===== config.mk =====
export PLATFORM = sky130hd
export DESIGN_NAME = regfile_mp
export DESIGN_NICKNAME = d
export VERILOG_FILES = /design/src/rtl/rf_pkg.sv /design/src/rtl/rf_scoreboard.sv /design/src/rtl/regfile_mp.sv
export SDC_FILE = /design/constraint.sdc
export NUM_CORES = 2
export LEC_CHECK = 0
export CAP_MARGIN = 20
export CORE_MARGIN = 8
export CORE_UTILIZATION = 56
export CTS_CLUSTER_DIAMETER = 200
export DETAILED_ROUTE_END_ITERATION = 10
export PLACE_DENSITY = 0.76
export REMOVE_ABC_BUFFERS = 1
export SLEW_MARGIN = 0
export SYNTH_ARGS = -nofsm -noshare
export SYNTH_HDL_FRONTEND = slang
export SYNTH_SLANG_ARGS = --single-unit

===== constraint.sdc =====
create_clock -name clk -period 3.9 [get_ports clk]
set_input_delay 0.78 -clock clk [delete_from_list [all_inputs] [get_ports clk]]
set_output_delay 0.78 -clock clk [all_outputs]
set_load 0.1 [all_outputs]

===== src/rtl/rf_pkg.sv =====
// rtl/rf_pkg.sv - shared constants, FSM states and init helper for the register file
package rf_pkg;

   localparam int RF_XLEN  = 32;
   localparam int RF_NREGS = 32;

   typedef enum logic {
      RF_INIT  = 1'b0,
      RF_READY = 1'b1
   } rf_state_t;

   // Value loaded into entry idx during initialisation; callers size-cast to XLEN
   function automatic logic [63:0] init_value(input int unsigned idx, input int unsigned mode);
      if (mode == 1) begin
         return 64'(idx);
      end
      return '0;
   endfunction

endpackage


===== src/rtl/rf_scoreboard.sv =====
// rtl/rf_scoreboard.sv - per-register busy bits with mark/clear priority and lookup ports
module rf_scoreboard
   import rf_pkg::*;
#(
   parameter int NREGS    = RF_NREGS,
   parameter int NRD      = 2,
   parameter int NWR      = 1,
   parameter int ZERO_REG = 1,
   parameter int AW       = $clog2(NREGS)
) (
   input  logic              clk,
   input  logic              rst_n,
   input  logic              mark_en,
   input  logic [AW-1:0]     mark_addr,
   input  logic [NWR-1:0]    clr_en,
   input  logic [NWR*AW-1:0] clr_addr,
   input  logic [NRD*AW-1:0] lookup_addr,
   output logic [NRD-1:0]    lookup_busy
);

   logic [NREGS-1:0] busy;
   logic [NREGS-1:0] busy_nxt;
   logic [AW-1:0]    look_a;

   // Next busy vector: clears first, then mark so a new producer overrides a retiring one
   always_comb begin
      busy_nxt = busy;
      for (int p = 0; p < NWR; p++) begin
         if (clr_en[p]) begin
            busy_nxt[clr_addr[p*AW +: AW]] = 1'b0;
         end
      end
      if (mark_en) begin
         busy_nxt[mark_addr] = 1'b1;
      end
      if (ZERO_REG != 0) begin
         busy_nxt[0] = 1'b0;
      end
   end

   // Busy register, cleared by reset
   always_ff @(posedge clk) begin
      if (!rst_n) begin
         busy <= '0;
      end else begin
         busy <= busy_nxt;
      end
   end

   // Lookup uses registered state only; the zero register never reports busy
   always_comb begin
      lookup_busy = '0;
      look_a      = '0;
      for (int k = 0; k < NRD; k++) begin
         look_a         = lookup_addr[k*AW +: AW];
         lookup_busy[k] = busy[look_a] & ~((ZERO_REG != 0) && (look_a == '0));
      end
   end

endmodule


===== src/rtl/regfile_mp.sv =====
// rtl/regfile_mp.sv - multi-port register file with bypass, busy scoreboard and sequenced init
module regfile_mp
   import rf_pkg::*;
#(
   parameter int XLEN      = RF_XLEN,
   parameter int NREGS     = RF_NREGS,
   parameter int NRD       = 2,
   parameter int NWR       = 1,
   parameter int ZERO_REG  = 1,
   parameter int INIT_MODE = 1,
   localparam int AW       = $clog2(NREGS)
) (
   input  logic                clk,
   input  logic                rst_n,
   input  logic [NRD*AW-1:0]   rd_addr,
   output logic [NRD*XLEN-1:0] rd_data,
   output logic [NRD-1:0]      rd_busy,
   input  logic [NWR-1:0]      wr_en,
   input  logic [NWR*AW-1:0]   wr_addr,
   input  logic [NWR*XLEN-1:0] wr_data,
   input  logic                mark_en,
   input  logic [AW-1:0]       mark_addr,
   output logic                init_done
);

   rf_state_t        state;
   logic [AW-1:0]    cnt;
   logic [XLEN-1:0]  mem [NREGS];
   logic             ready;
   logic [NWR-1:0]   wr_act;
   logic             mark_act;
   logic [XLEN-1:0]  init_word;
   logic [NRD-1:0]   sb_busy;
   logic [AW-1:0]    rd_a;
   logic [XLEN-1:0]  rd_v;

   assign ready     = (state == RF_READY);
   assign init_word = XLEN'(init_value(32'(cnt), INIT_MODE));
   assign mark_act  = ready & mark_en;

   // Effective write enables: nothing during INIT, and zero-register writes dropped
   always_comb begin
      wr_act = '0;
      for (int p = 0; p < NWR; p++) begin
         wr_act[p] = ready & wr_en[p] &
                     ~((ZERO_REG != 0) && (wr_addr[p*AW +: AW] == '0));
      end
   end

   // INIT/READY sequencer: one entry per cycle, init_done rises with READY
   always_ff @(posedge clk) begin
      if (!rst_n) begin
         state     <= RF_INIT;
         cnt       <= '0;
         init_done <= 1'b0;
      end else begin
         case (state)
            RF_INIT: begin
               cnt <= cnt + AW'(1);
               if (cnt == AW'(NREGS - 1)) begin
                  state     <= RF_READY;
                  init_done <= 1'b1;
               end
            end
            RF_READY: begin
               state <= RF_READY;
            end
            default: begin
               state <= RF_INIT;
            end
         endcase
      end
   end

   // Storage: init fill, else port writes with the highest-index port landing last
   always_ff @(posedge clk) begin
      if (rst_n) begin
         if (state == RF_INIT) begin
            mem[cnt] <= init_word;
         end else begin
            for (int p = 0; p < NWR; p++) begin
               if (wr_act[p]) begin
                  mem[wr_addr[p*AW +: AW]] <= wr_data[p*XLEN +: XLEN];
               end
            end
         end
      end
   end

   // Combinational read with same-cycle write bypass, zero register and INIT masking
   always_comb begin
      rd_data = '0;
      rd_a    = '0;
      rd_v    = '0;
      for (int k = 0; k < NRD; k++) begin
         rd_a = rd_addr[k*AW +: AW];
         rd_v = mem[rd_a];
         for (int p = 0; p < NWR; p++) begin
            if (wr_act[p] && (wr_addr[p*AW +: AW] == rd_a)) begin
               rd_v = wr_data[p*XLEN +: XLEN];
            end
         end
         if ((ZERO_REG != 0) && (rd_a == '0)) begin
            rd_v = '0;
         end
         if (!ready) begin
            rd_v = '0;
         end
         rd_data[k*XLEN +: XLEN] = rd_v;
      end
   end

   rf_scoreboard #(
      .NREGS    (NREGS),
      .NRD      (NRD),
      .NWR      (NWR),
      .ZERO_REG (ZERO_REG),
      .AW       (AW)
   ) u_scoreboard (
      .clk         (clk),
      .rst_n       (rst_n),
      .mark_en     (mark_act),
      .mark_addr   (mark_addr),
      .clr_en      (wr_act),
      .clr_addr    (wr_addr),
      .lookup_addr (rd_addr),
      .lookup_busy (sb_busy)
   );

   // Hazard unit must stall during INIT, so every port reports busy
   assign rd_busy = ready ? sb_busy : '1;

endmodule

==> images/port_trees.png <==
Drawn at 1 px/um.
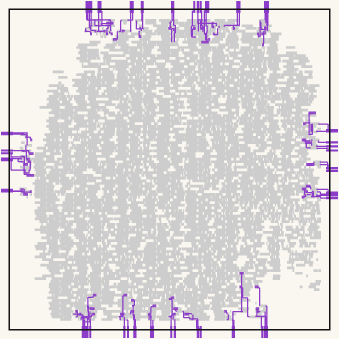
[purple] rd_data | direction: output | edge: 23 top, 22 bottom, 11 right, 8 left | end cells: 64 | buffers: 93 | wire: 1970 um

==> images/pinout.png <==
Drawn at 1.5 px/um. Pins as bars across the die edge, other pins in gray.
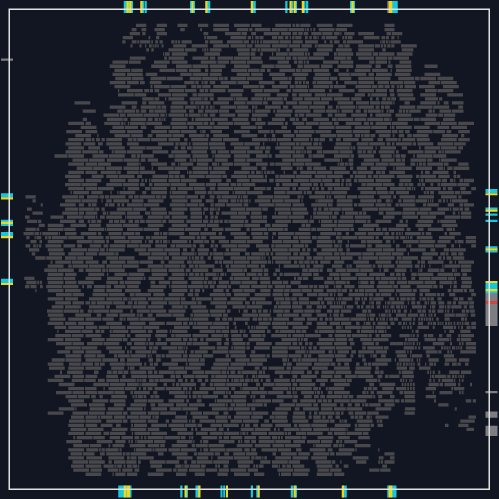
[cyan] rd_data | pins: 64 | direction: output | edge: 23 top, 22 bottom, 11 right, 8 left
[red] rst_n | pins: 1 | direction: input | edge: right
[yellow] wr_data | pins: 32 | direction: input | edge: 12 top, 11 bottom, 5 right, 4 left
all pins by edge: 41 right, 36 top, 33 bottom, 13 left

==> metrics.yaml <==
outcome: "finished clean"
grt.total_usage_pct: 33.4
synth_chip_area_mm2: 0.0514
critPathRequiredTime_ns: 3.12
initial_core_util_pct: 56.3
edf_count: 1024
reg2regPathDepth: 10
finClkSkew_ns: 0.0365
insertion_delay_ns: 0.72
overflow: 0
cts-buffers-inserted: 107
die_h_um: 319
htreeDepth: 3
end_kind: "primary output"
crit_fanout: 11
min_path_cells: 2
period_needed_ns: 3.90
clockBufferDepth: 3
ios: 123
report.final.slew_viol_count: 0
p_leak_uw: 0.0195
antenna_found_initial: 2
p_total_uw: 24900
path_class: "in -> out"
syn_inst: 2997
cp_num_buf_inv: 5
slew_headroom_pct: 27.0
area_leaders: "edfxtp_1 60%, mux4_2 17%, mux2i_1 5.7%"
avgSynthCellArea_um2: 17.2
vias: 34683
cts-root-buf: "clkbuf_16"
synth_flops: 1062
worst_setup_path_start_kind: "input pin"
cts_tree: "built"
fin_crit_sh_pct: 99.9
wirelength_um: 176000
die_w_um: 319
ys_cells: 2997
yosys.cell_types.count: 69
layout-drive-gt1-share_pct: 35.0
cts_num_sinks: 1062
chipArea_mm2: 0.102
grt_pass1_vias: 35294
tightest_slew_ns: 1.09
highest_layer: "met4"
firstDrtPassIters: 6
synthTopCellsByCount: "1024 x edfxtp_1, 390 x mux4_2, 292 x mux2i_1, 157 x nor2_1, 95 x mux2_2"
met2_length_um: 77500
p_per_area_mw_per_mm2: 403
clk_pin_slew_ns: 0.06
antenna_left: 0
fp.coreArea_mm2: 0.0914
drv_cap: 0
critPathMostFrequentCell: "buf_12"
cts_hold_buf: 0
yosysTopAreaCellShare_pct: 59.8
critPathArrivalTime_ns: 3.12
path_cells: "clkdlybuf4s50_1 > or2_4 > o31ai_4 > buf_4 > nor3_2 > buf_6 > buf_12 > a2111oi_2 > or3_4 > buf_12"
avgViaCountPerCell: 7.47
cp.depth: 10
warnings: 26
slowest_stage: "clkdlybuf4s50_1"
hold_viol: 0
dp_slack_ns: -0.450
met3WireLength_um: 28900
drt-initial-drc-count: 5889
critical_path.top_delay_family: "buffers and inverters"
critPathMaxStageDelay_ns: 0.47
synth_top_cell_by_count: "edfxtp_1"
==> images/placed.png <==
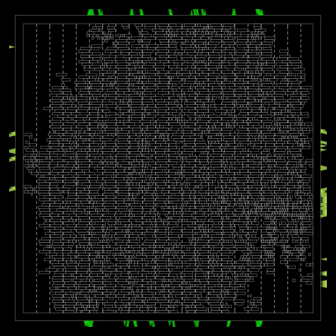
Fillers: 5740
cell row count: 111
flop count: 1062
final instance count without filler cells: 4646
final core occ: 67.4%

==> worst register-to-register path, delay by kind of cell, from the launching register on <==
kind | cells | cell delay (ns)
buffers and inverters | 5 | 1.09
and+or+nand+nor | 3 | 0.55
DFF | 1 | 0.34
AOI/OAI and AO/OA | 2 | 0.20
==> routing by layer <==
layer  vias up  global-route usage, %
met5         -                      0
met4         0                   18.8
met3       794                   11.6
met2      3232                   50.3
met1     17373                   42.5
li1      13284                      -
==> path summary, 6_finish.rpt <==
path	startpoint	slack, ns	end
worst min-delay path	init_done$_SDFFE_PN0P_	0.49	init_done$_SDFFE_PN0P_
worst max register to register	ready$_SDFF_PN0_	1.31	mem[21][17]$_DFFE_PP_
worst max-delay path	wr_addr[4]	0.004	rd_data[38]
worst min register to register	init_done$_SDFFE_PN0P_	0.49	init_done$_SDFFE_PN0P_
==> cell families (layout without fill, tap and decap cells) <==
group	count (synthesis)	in the layout	share of synthesized area, %
buf+inv	253	714	3.21
fa+ha+maj	2	2	0.0487
flops	1062	1062	61.3
xor+xnor	12	12	0.204
other cells	0	2	0
compound gates	466	466	6.32
mux	786	786	25.2
simple gates	416	416	3.71
==> where the power goes <==
part | internal [uW] | switching [uW]
combinational | 939 | 1220
clock | 5700 | 4520
sequential | 12400 | 41.5
==> stage by stage <==
step / hold WS [ns] / TNS [ns] / area, um^2 / std cells
2_1_floorplan: 0.460 / -208.81 / 49800 / 2754
3_3_place_gp: 0.468 / -3.39 / 57600 / 4435
3_5_place_dp: 0.478 / -6.45 / 57600 / 4435
4_1_cts: 0.495 / 0 / 61300 / 4635
5_1_grt: 0.517 / -0.0540 / 61600 / 4644
6_report: 0.490 / 0 / 61600 / 4646
==> area by class of cell <==
class / instances / area, um^2
clock inverters: 76 / 687
diodes: 2 / 5.00
repair buffers: 507 / 6350
flip-flops and latches: 1062 / 31500
clock buffers: 121 / 2730
well taps: 1186 / 1480
inverters: 10 / 37.5
multi-input cells: 1682 / 18800
fillers: 5740 / 29700
==> flip-flops by register name (all words and copies together) (netlist names) <==
register           cells
ready                  1
u_scoreboard.busy     31
cnt                    5
init_done              1
mem                 1024
==> layout by cell type (no fill, tap or decap), types with 23 or more instances in the layout <==
cell and instances:
a211oi_1 24, a21oi_1 92, a221o_1 23, a221oi_1 24
a22oi_1 41, and2_1 27, buf_12 170, buf_4 268
clkbuf_16 112, clkdlybuf4s50_1 43, clkinv_1 30, clkinv_2 23
dfxtp_1 38, edfxtp_1 1024, mux2_2 95, mux2i_1 291
mux4_2 390, nand2_1 89, nand3_1 41, nor2_1 117
nor2_4 35, nor3_1 27, o21ai_0 77, o22ai_1 57
==> what timing repair did <==
action / 4_1_cts / 5_1_grt
gates resized: 42 / 35
endpoints found under the setup margin: 61 / 44
setup buffers: 0 / 3
cloned: 3 / 6
pin swaps: 1 / 3
Power figures rest on the tool's default switching activity, not on a simulated workload.
